`src/rtl/fifo_pkg.sv`:
```
// Shared constants and helpers for the synchronous FIFO.
package fifo_pkg;

    localparam int unsigned DEFAULT_DATA_WIDTH = 8;
    localparam int unsigned DEFAULT_DEPTH      = 4;

    // Pointer width: index bits plus one wrap bit to tell full from empty.
    function automatic int unsigned ptr_width(input int unsigned depth);
        return $clog2(depth) + 1;
    endfunction

    localparam int unsigned PTR_W = $clog2(DEFAULT_DEPTH) + 1;

endpackage

```
`src/rtl/fifo_mem.sv`:
```
// Register-array storage: one synchronous write port, one asynchronous read port,
// contents cleared by the asynchronous reset.
module fifo_mem
    import fifo_pkg::*;
#(
    parameter int unsigned DATA_WIDTH = DEFAULT_DATA_WIDTH,
    parameter int unsigned DEPTH      = DEFAULT_DEPTH,
    parameter int unsigned IDX_W      = $clog2(DEFAULT_DEPTH)
) (
    input  logic                  i_clock,
    input  logic                  i_nreset,
    input  logic                  i_write_en,
    input  logic [IDX_W-1:0]      i_write_index,
    input  logic [DATA_WIDTH-1:0] i_write_data,
    input  logic [IDX_W-1:0]      i_read_index,
    output logic [DATA_WIDTH-1:0] o_read_data
);

    logic [DATA_WIDTH-1:0] mem_q [DEPTH];
    logic [DATA_WIDTH-1:0] mem_d [DEPTH];

    // Next-state: update only the addressed entry on a write.
    always_comb begin
        mem_d = mem_q;
        if (i_write_en) begin
            mem_d[i_write_index] = i_write_data;
        end
    end

    // Storage flops with asynchronous clear.
    always_ff @(posedge i_clock or negedge i_nreset) begin
        if (!i_nreset) begin
            for (int i = 0; i < int'(DEPTH); i++) begin
                mem_q[i] <= '0;
            end
        end else begin
            mem_q <= mem_d;
        end
    end

    // Asynchronous read of the addressed entry.
    always_comb begin
        o_read_data = mem_q[i_read_index];
    end

endmodule

```
`src/rtl/sync_fifo.sv`:
```
// Single-clock FIFO with valid/ready on both sides and first-word-fall-through output.
// Full/empty come from wrap-bit pointers so all handshake outputs depend on state only.
module sync_fifo
    import fifo_pkg::*;
#(
    parameter int unsigned DATA_WIDTH = DEFAULT_DATA_WIDTH,
    parameter int unsigned DEPTH      = DEFAULT_DEPTH
) (
    input  logic                  i_clock,
    input  logic                  i_nreset,
    input  logic                  i_write_valid,
    input  logic [DATA_WIDTH-1:0] i_write_data,
    output logic                  o_write_ready,
    output logic                  o_read_valid,
    output logic [DATA_WIDTH-1:0] o_read_data,
    input  logic                  i_read_ready
);

    localparam int unsigned PTR_WIDTH = ptr_width(DEPTH);
    localparam int unsigned IDX_W     = PTR_WIDTH - 1;

    logic [PTR_WIDTH-1:0] wr_ptr_q, wr_ptr_d;
    logic [PTR_WIDTH-1:0] rd_ptr_q, rd_ptr_d;
    logic                 full;
    logic                 empty;
    logic                 write_fire;
    logic                 read_fire;

    // Occupancy flags and transfer qualifiers from registered pointers.
    always_comb begin
        empty      = (wr_ptr_q == rd_ptr_q);
        full       = (wr_ptr_q[IDX_W-1:0] == rd_ptr_q[IDX_W-1:0]) &&
                     (wr_ptr_q[IDX_W] != rd_ptr_q[IDX_W]);
        write_fire = i_write_valid && !full;
        read_fire  = i_read_ready && !empty;
    end

    // Pointer advance; the wrap bit rolls naturally with the extra pointer bit.
    always_comb begin
        wr_ptr_d = wr_ptr_q;
        rd_ptr_d = rd_ptr_q;
        if (write_fire) begin
            wr_ptr_d = wr_ptr_q + PTR_WIDTH'(1);
        end
        if (read_fire) begin
            rd_ptr_d = rd_ptr_q + PTR_WIDTH'(1);
        end
    end

    // Pointer registers with asynchronous reset.
    always_ff @(posedge i_clock or negedge i_nreset) begin
        if (!i_nreset) begin
            wr_ptr_q <= '0;
            rd_ptr_q <= '0;
        end else begin
            wr_ptr_q <= wr_ptr_d;
            rd_ptr_q <= rd_ptr_d;
        end
    end

    fifo_mem #(
        .DATA_WIDTH (DATA_WIDTH),
        .DEPTH      (DEPTH),
        .IDX_W      (IDX_W)
    ) u_mem (
        .i_clock       (i_clock),
        .i_nreset      (i_nreset),
        .i_write_en    (write_fire),
        .i_write_index (wr_ptr_q[IDX_W-1:0]),
        .i_write_data  (i_write_data),
        .i_read_index  (rd_ptr_q[IDX_W-1:0]),
        .o_read_data   (o_read_data)
    );

    // Handshake outputs; no path from i_read_ready to o_write_ready.
    always_comb begin
        o_write_ready = !full;
        o_read_valid  = !empty;
    end

endmodule

```
`config.mk`:
```
export PLATFORM = sky130hd
export DESIGN_NAME = sync_fifo
export DESIGN_NICKNAME = d
export VERILOG_FILES = /design/src/rtl/fifo_pkg.sv /design/src/rtl/fifo_mem.sv /design/src/rtl/sync_fifo.sv
export SDC_FILE = /design/constraint.sdc
export NUM_CORES = 1
export LEC_CHECK = 0
export CAP_MARGIN = 30
export CORE_MARGIN = 4
export CORE_UTILIZATION = 55
export DETAILED_ROUTE_END_ITERATION = 10
export PLACE_DENSITY = 0.79
export SLEW_MARGIN = 30
export SYNTH_ARGS = -nofsm -noshare
export SYNTH_HDL_FRONTEND = slang
export SYNTH_HIERARCHICAL = 1
export SYNTH_SLANG_ARGS = --single-unit
```
`constraint.sdc`:
```
create_clock -name i_clock -period 5.1 [get_ports i_clock]
set_input_delay 1.02 -clock i_clock [delete_from_list [all_inputs] [get_ports i_clock]]
set_output_delay 1.02 -clock i_clock [all_outputs]
set_load 0.005 [all_outputs]
```
==> run_1/class_map.png <==
(4 px per um)
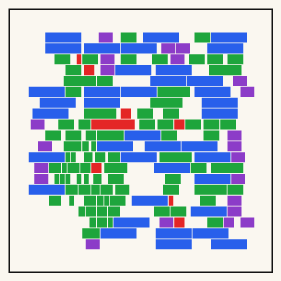
Key: sequential cells = blue [cells 38, share of their area 45%]; clock drivers and dummy loads = red [cells 8, share of their area 3.6%]; remaining logic cells = green [cells 82, share of their area 41%]; remaining buffers and delay cells = purple [cells 22, share of their area 10%]
core footprint: 3100 sq um
number of core rows: 20
share of the final layout cell area in sequential cells: 0.443
share of the core filled with cells: 0.692
post-route design area: 2150 sq um

==> run_1/port_trees.png <==
(8 px per um)
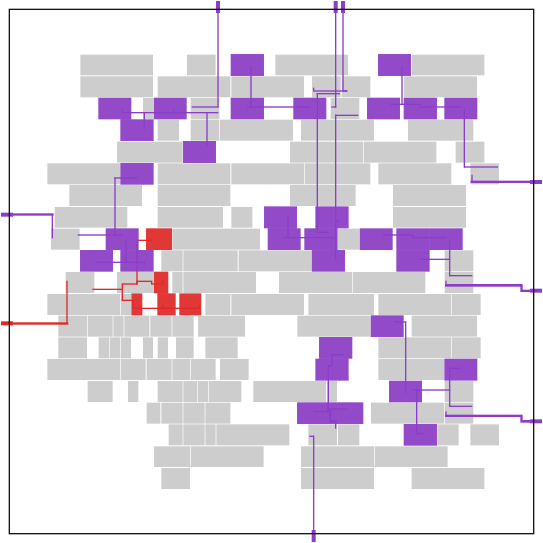
Key: `i_write_data` = purple [bits 8, direction input, edge 3 right, 3 top, 1 left, 1 bottom, end cells 32, buffers 8, wire 291 um]; `i_read_ready` = red [bits 1, direction input, edge left, end cells 5, buffers 1, wire 42.4 um]
number of port buffers: 21
I/O pin count: 22

==> run_1/clock_wires.png <==
(8 px per um)
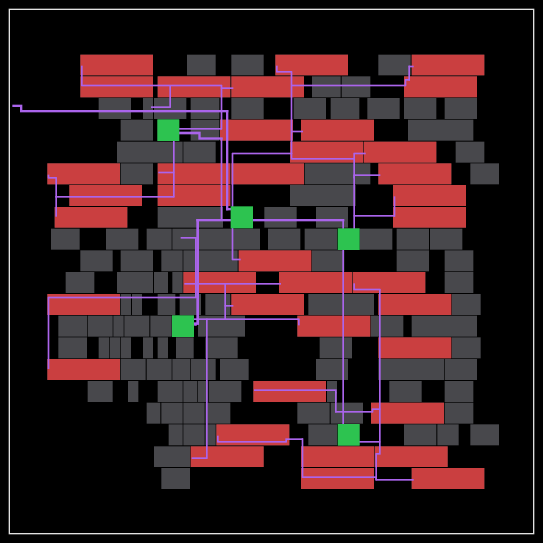
Key: clock-net drivers = green [count 5]; clock wires = purple [length 443 um]; flip-flops = red [count 38]
Position of the flops: all over the die. There are 6 routed clock nets.
clk pwr: 0.199 mW
worst clock skew on the final layout: 0.00998 ns

==> run_1/m3.png <==
(6 px per um) Cells faint in the background.
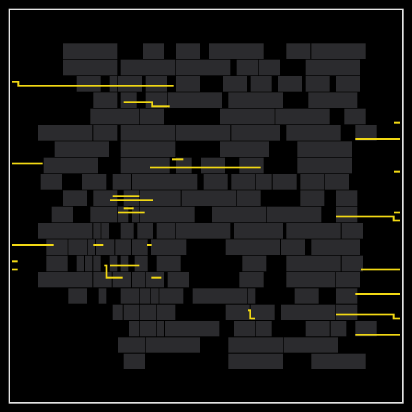
The layer carries 151 um of wire. The wires run mostly horizontal. The layer holds 4.4% of the routed length. The longest straight run is 25.8 um.
fraction of met3 tracks used by global routing: 0.0615
routed vias: 1135
overall routed net length: 3.41 mm

==> results.txt, run 1 <==
Results of an implementation run.

The standard cell area after detailed placement is 2070 sq um. The reported leakage power is roughly 0.88 nW. The number of setup buffers added after CTS is 0. The flow ran to the end, and the final reports show no timing, DRC or antenna violations. In the finished design, the share of the clock period the worst path needs comes to 0.634. The floorplan die height is approximately 65 um. The global-route wire length before repair is 5.82 mm. TritonRoute reported its final design rule violation total as 0. In the CTS report, the clock slew at the register clock pins of the worst setup and hold paths is listed as 0.11 ns. After synthesis, the cell types taking the most area are sky130_fd_sc_hd__dfrtp_1, sky130_fd_sc_hd__mux2_2, sky130_fd_sc_hd__mux4_2, sky130_fd_sc_hd__xnor2_1, sky130_fd_sc_hd__o31ai_1. In this run the number of H-tree levels came out at 2. The combinational fraction of design power is 0.461. Data on the critical path is required at its endpoint by a little over 4 ns.

Setup repair after global routing left no endpoint under its margin. Each instance of the synthesized netlist takes up on average roughly 15 sq um. The worst setup path is launched from a flip-flop. Switching power as a fraction of the total was reported as 0.327. Per the OpenROAD power report, switching power amounts to 0.483 mW. Counting cells, the worst reg-to-reg path comes to 5. The count of hold-fix buffers inserted at cts is 0.

The later pin in the worst-skew pair is clocked with a latency of around 0.34 ns. For the pin with the worst max-slew slack, the measured transition is 0.706 ns. TritonCTS built the clock tree.

The post-synthesis cell type with the largest combined area is sky130_fd_sc_hd__dfrtp_1. The violation tally recorded at the end of detailed-routing iteration 0 is 33. Before antenna repair, the detailed router went through 4 iterations. Per the timing report, the biggest fanout along the worst path comes to 12. The buffer levels on the longest clock path is 2. After synthesis, the most frequently instantiated cells are sky130_fd_sc_hd__dfrtp_1, sky130_fd_sc_hd__mux2_2, sky130_fd_sc_hd__mux4_2. The hold violation total from the final report is 0.

The post-synthesis sequential area ratio is 0.526. Of the post-synthesis cell area, the dominant cell type holds 0.526. The synthesis stats list as the most numerous cell sky130_fd_sc_hd__dfrtp_1.

The async set-reset flop share out of synthesis is 1.00. The worst ir drop on vdd is 0.000429 V. The synthesis area per yosys is 1810 sq um.

Yosys mapped a number of flops with a built-in enable equal to 0. In the final layout, the share of cells above drive strength 1 is 0.347. The stage logs contain a warning count of 26. The final weighted congestion recorded by global placement is between 0.9 and 1.

The via count of the first global-routing pass was 1232. The remaining global-route overflow is 0. Per the final report, max-transition violations number 0. For this run, the final setup violation count is recorded as 0. The area added between synthesis and finish is 18.7%.

The power report lists cell-internal power as 0.993 mW. The residual antenna-violating net count after detailed routing is 0. The post-synthesis instance total is 122. Synthesis produced a netlist with a net count of about 140. TritonRoute output was used to compute an average wire per cell of ~18 um. Counting flops and latches in the post-synthesis netlist gives 38. In the global route stage, overall resource usage came out at 0.188. The root buffer cell is sky130_fd_sc_hd__clkbuf_4. The number of nets in the layout is roughly 160. The report lists the number of cells resized after CTS as 0. The number of antenna violations at the first check in global routing is 0.

Per the timing report, the achievable frequency comes out to 309 MHz. The commonest register cell is sky130_fd_sc_hd__dfrtp_1. The cell total in the yosys stat output is 122.

The worst path in the final design needs a cycle of 3.24 ns, including I/O delays and setup. The floorplan step set the die width to 65.4 um. The arrival time of the worst setup path is 2.22 ns. The worst slew margin relative to its limit is 0.529. In this run, CTS created clock tree buffers numbering 5. Counting the fill cells in the layout gives 243. The number of distinct library cells after synthesis is 21. STA reports the tightest min-delay check as being of type reg2reg.

The placed wire-length estimate after detailed placement is approximately 2.4 mm.
==> run 1: power groups by stage <==
stage / clock, mW / combinational [mW] / sequential (mW)
detailed placement: 0 / 0.684 / 0.605
floorplan: 0 / 0.481 / 0.539
global placement: 0 / 0.661 / 0.590
finish: 0.199 / 0.681 / 0.596
global route: 0.221 / 0.746 / 0.620
CTS: 0.204 / 0.687 / 0.598
==> run 1: per-stage QoR <==
stage / setup WS, ns / cells / total power [mW] / hold WS, ns / util
after floorplan: 2.83 / 122 / 1.02 / 0.474 / -
after global placement: 2.18 / 186 / 1.25 / 0.482 / 0.668
after detailed placement: 2.20 / 186 / 1.29 / 0.495 / 0.668
after CTS: 1.82 / 194 / 1.49 / 0.520 / 0.692
after global routing: 1.67 / 194 / 1.59 / 0.540 / 0.692
final: 1.86 / 194 / 1.48 / 0.518 / 0.692
==> run 1: kinds of logic after synthesis <==
group | synth area share
muxes | 0.299
DFF | 0.526
AOI/OAI and AO/OA | 0.0553
and+or+nand+nor | 0.0532
xor gates and xnor gates | 0.0380
buffers and inverters | 0.0152
adders and majority gates | 0.0138
==> run 1: metal layers <==
layer | global-route usage | vias to the layer above | part of all wire
met1 | 0.221 | 576 | 0.41
met4 | 0.0674 | 0 | 0.0073
met3 | 0.0615 | 4 | 0.044
met5 | 0 | - | 0
li1 | - | 516 | -
met2 | 0.320 | 39 | 0.54
==> run 1: worst paths after layout <==
kind	startpoint	to	slack (ns)
hold reg to reg	u_mem/mem_q[12]$_DFFE_PN0P_	u_mem/mem_q[12]$_DFFE_PN0P_	0.52
setup / recovery	rd_ptr_q[0]$_DFFE_PN0P_	o_read_data[1]	1.86
min in group asynchronous	i_nreset	wr_ptr_q[1]$_DFFE_PN0P_	1.09
hold / removal	u_mem/mem_q[12]$_DFFE_PN0P_	u_mem/mem_q[12]$_DFFE_PN0P_	0.52
max in group asynchronous	i_nreset	u_mem/mem_q[17]$_DFFE_PN0P_	3.68
setup reg to reg	rd_ptr_q[0]$_DFFE_PN0P_	u_mem/mem_q[31]$_DFFE_PN0P_	2.63
==> run 1: critical path, stage by stage, from the launching register on <==
cell and delay, ns:
sky130_fd_sc_hd__dfrtp_1 0.82, sky130_fd_sc_hd__mux4_2 0.60, sky130_fd_sc_hd__clkdlybuf4s50_1 0.46
==> run 1: area by class of cell <==
class                      count  area [sq um]  area share
tap                           44          55.1      0.0256
multi-input combinational     77           831       0.387
timing repair buffer          22           218       0.101
inverter                       5          18.8     0.00874
clock inverter                 1          30.0      0.0140
clock buffer                   7          45.0      0.0210
sequential                    38           951       0.443
==> run 1: state kept, by name, summed over array words and instances (netlist names) <==
register / cells
u_mem/mem_q: 32
rd_ptr_q: 3
wr_ptr_q: 3
==> run 1: placed cells by master (no fill, tap or decap), drive strengths merged <==
cell,Yosys,routed
dfrtp,38,38
mux2,32,32
clkdlybuf4s50,0,21
mux4,8,8
clkbuf,0,7
nand2,6,6
inv,5,5
xnor2,4,4
o31ai,4,4
a21oi,4,4
nand2b,3,3
xor2,3,3
a211oi,2,2
o2111ai,2,2
o311ai,2,2
ha,2,2
nand3b,2,2
nor2,1,1
bufinv,0,1
buf,2,1
nand3,1,1
nor3b,1,1
## Run 2: what changed since run 1
--- a/config.mk
+++ b/config.mk
@@ -7,9 +7,9 @@
 export LEC_CHECK = 0
 export CAP_MARGIN = 30
 export CORE_MARGIN = 4
-export CORE_UTILIZATION = 55
+export CORE_UTILIZATION = 49
 export DETAILED_ROUTE_END_ITERATION = 10
-export PLACE_DENSITY = 0.79
+export PLACE_DENSITY = 0.74
 export SLEW_MARGIN = 30
 export SYNTH_ARGS = -nofsm -noshare
 export SYNTH_HDL_FRONTEND = slang
==> constraint.sdc (replaced) <==
create_clock -name i_clock -period 2.7 [get_ports i_clock]
set_input_delay 0.54 -clock i_clock [delete_from_list [all_inputs] [get_ports i_clock]]
set_output_delay 0.54 -clock i_clock [all_outputs]
set_load 0.005 [all_outputs]
==> run 2 against run 1 <==
Routed wire length grew 0.59%. Core utilization shrank 5.2 points. Synthesized cell count is the same. First-iteration DRC count grew 100%. Clock power grew 130%. Power grew 97%. Cell count grew 2.6%. Critical endpoint is now o_read_valid. Largest power group unchanged.
==> results.txt, run 2 <==
Results of an implementation run.

The floorplan die height is 68.8 um (+5.2%). The slowest stage of the critical path is the sky130_fd_sc_hd__dfrtp_1 cell. The flip-flop count of the largest register, all copies and words added was 32 (unchanged). The pre-CTS setup slack is 0.291 ns (-1.91 ns).

The number of cells upsized or downsized after cts is 0 (unchanged). The clock slew seen by the registers of the worst setup and hold paths is 0.07 ns (-0.04 ns). The iteration tally of the first detailed-router pass is 4 (unchanged). The number of primary I/O pins is 22 (unchanged). The number of nets in the layout is 166 (+1.8%). The number of slew-limit violations in the final report was 0 (unchanged). The total track usage is 0.165 (-0.0226). Derived from the worst setup path, the maximum achievable clock frequency is ~390 MHz.

The met2 capacity usage during global routing came to 0.262 (-0.0576). The wire length per cell came to 17.2 um (-1.9%). The worst slew margin relative to its limit was 0.685 (+0.156).

The H-tree depth is 2 (unchanged). The total chip power is 2.91 mW (+97%). The final routed DRC violation total came to 0 (unchanged). The arrival time of the worst setup path was 2.00 ns (-0.22 ns). The mean cell area of the mapped netlist is 14.8 sq um (unchanged). The largest stage delay on the critical path was 0.58 ns (-0.24 ns).

The post-route clock skew is 0.00279 ns (-0.00719 ns). Post-synth the commonest register cell is sky130_fd_sc_hd__dfrtp_1. In the final layout, the registers with the most flip-flops are u_mem/mem_q: 32 flops, rd_ptr_q: 3 flops, wr_ptr_q: 3 flops. The path class of the lowest-slack min-delay path is reg2reg. The worst-case setup margin in the final layout is 0.160 ns (-1.70 ns). The most common logic cell in the final layout is sky130_fd_sc_hd__dfrtp_1. The register cell area after layout is 951 sq um (unchanged). The worst hold margin was 0.500 ns (-0.0183 ns). The cell total in the yosys stat output is 122 (unchanged). The reported leakage power came to 0.912 nW (+3.1%). The commonest cells after synthesis are sky130_fd_sc_hd__dfrtp_1, sky130_fd_sc_hd__mux2_2, sky130_fd_sc_hd__mux4_2.

The TritonCTS clock tree is yes. The synthesized flop and latch total is 38 (unchanged). The category of the worst setup path launch point is a flip-flop. The number of clock buffers inserted by TritonCTS came to 5 (unchanged).

The routed design could run at a clock period as short as 2.54 ns. The placed wire-length estimate after detailed placement is 2.45 mm (+2.9%). The layout cell share with drive strength beyond 1 was 0.359 (+0.0128).

The initial DRC count came to 66 (+100%). The number of setup buffers added after CTS is 0 (unchanged). The floorplan net count came to 136 (unchanged). The total tool warning count was 26 (unchanged). met2 is the most crowded layer. The number of antenna violations at the first check in global routing came to 0 (unchanged). The remaining global-route overflow is 0 (unchanged). The via count of the first global-routing pass is 1109 (-10%).

The largest fanout on the critical path is 9 (-3). The number of inserted filler cells in the final layout is 260 (+7.0%). The run finished with clean final reports. The footprint of the multi-input gates was 831 sq um (unchanged). The number of distinct library cells after synthesis came to 21 (unchanged).

The global-route wire length before repair came to 5.39 mm (-7.5%). The proportion of netlist area held by the largest area contributor is 0.526 (unchanged). The site row count came to 21 (+5.0%). The required arrival time at the worst endpoint is 2.16 ns (-1.92 ns). Looking at the clock tree report, the root buffer type is sky130_fd_sc_hd__clkbuf_8.

The worst ir drop on vdd came to 0.000530 V (+24%). The post-synthesis cell type with the largest combined area is sky130_fd_sc_hd__dfrtp_1. In this run the critical path is formed by xor2_1 -> nor2_1 -> nand2_1 -> clkdlybuf4s50_1.

The buffer levels on the longest clock path is 2 (unchanged).
run 2: per-layer routing:
layer	part of all wire	routed length, um
met1	0.45	1560
met2	0.49	1680
met3	0.038	132
met4	0.018	62
met5	0	0
run 2: report_power, final:
group          switching, mW  internal (mW)
clock network          0.184          0.276
registers              0.194          0.860
logic                  0.548          0.851
total                  0.926           1.99
run 2: path summary, 6_finish.rpt:
| check | startpoint | to | slack [ns] | depth (start not counted) |
|---|---|---|---|---|
| min in group asynchronous | i_nreset | u_mem/mem_q[11]$_DFFE_PN0P_ | 0.67 | 2 |
| setup reg to reg | wr_ptr_q[1]$_DFFE_PN0P_ | u_mem/mem_q[31]$_DFFE_PN0P_ | 0.35 | 5 |
| hold / removal | u_mem/mem_q[10]$_DFFE_PN0P_ | u_mem/mem_q[10]$_DFFE_PN0P_ | 0.50 | 1 |
| max in group asynchronous | i_nreset | u_mem/mem_q[4]$_DFFE_PN0P_ | 1.69 | 2 |
| setup / recovery | wr_ptr_q[1]$_DFFE_PN0P_ | o_read_valid | 0.16 | 4 |
| hold reg to reg | u_mem/mem_q[10]$_DFFE_PN0P_ | u_mem/mem_q[10]$_DFFE_PN0P_ | 0.50 | 1 |
run 2: critical path: cells and delay by family (launching register included):
family                    cells  cell delay [ns]
buffers and inverters         1             0.51
and+or+nand+nor               2             0.19
DFF                           1             0.58
xor gates and xnor gates      1             0.44
run 2: logic make-up (layout without fill, tap and decap cells):
kind of cell	Yosys count	after routing	synth area share
AND/OR/NAND/NOR	14	14	0.0532
buffers and inverters	7	38	0.0152
XOR/XNOR	7	7	0.0380
multiplexers	40	40	0.299
flip-flops	38	38	0.526
AND-OR/OR-AND	14	14	0.0553
adder cells (fa/ha/maj)	2	2	0.0138
run 2: metrics by stage:
stage | cell area, sq um | utilization | std cells
6_report | 2200 | 0.640 | 199
5_1_grt | 2200 | 0.640 | 199
4_1_cts | 2200 | 0.640 | 199
3_5_place_dp | 2100 | 0.610 | 191
3_3_place_gp | 2100 | 0.610 | 191
2_1_floorplan | 1810 | - | 122
run 2: cell type report:
type | count | share of cell area
flip-flops and latches | 38 | 0.431
inverters | 5 | 0.00851
multi-input cells | 77 | 0.377
repair buffers | 25 | 0.109
well taps | 46 | 0.0261
clock buffers | 7 | 0.0346
clock inverters | 1 | 0.0136
==> run_2/port_trees.png <==
(6 px per um)
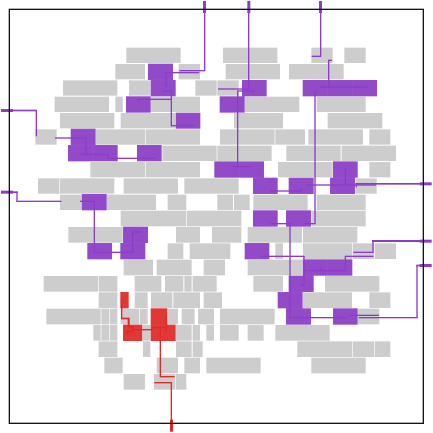
Key: `i_read_ready` = red [bits 1, direction input, edge bottom, end cells 5, buffers 1, wire 36.3 um]; `i_write_data` = purple [bits 8, direction input, edge 3 right, 3 top, 2 left, end cells 32, buffers 8, wire 303 um]

==> run_2/m3.png <==
(6 px per um) Cells faint in the background.
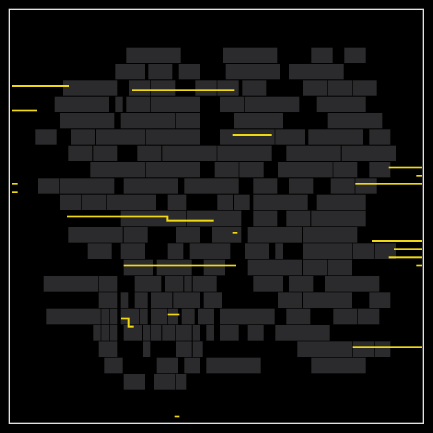
The layer holds 3.9% of the routed length. The longest straight run is 18.4 um. The layer carries 132 um of wire.
fraction of met3 tracks used by global routing: 0.0583
routed vias: 1116
overall routed net length: 3.43 mm

No activity file was given, so power comes from the tool's default toggle rates.
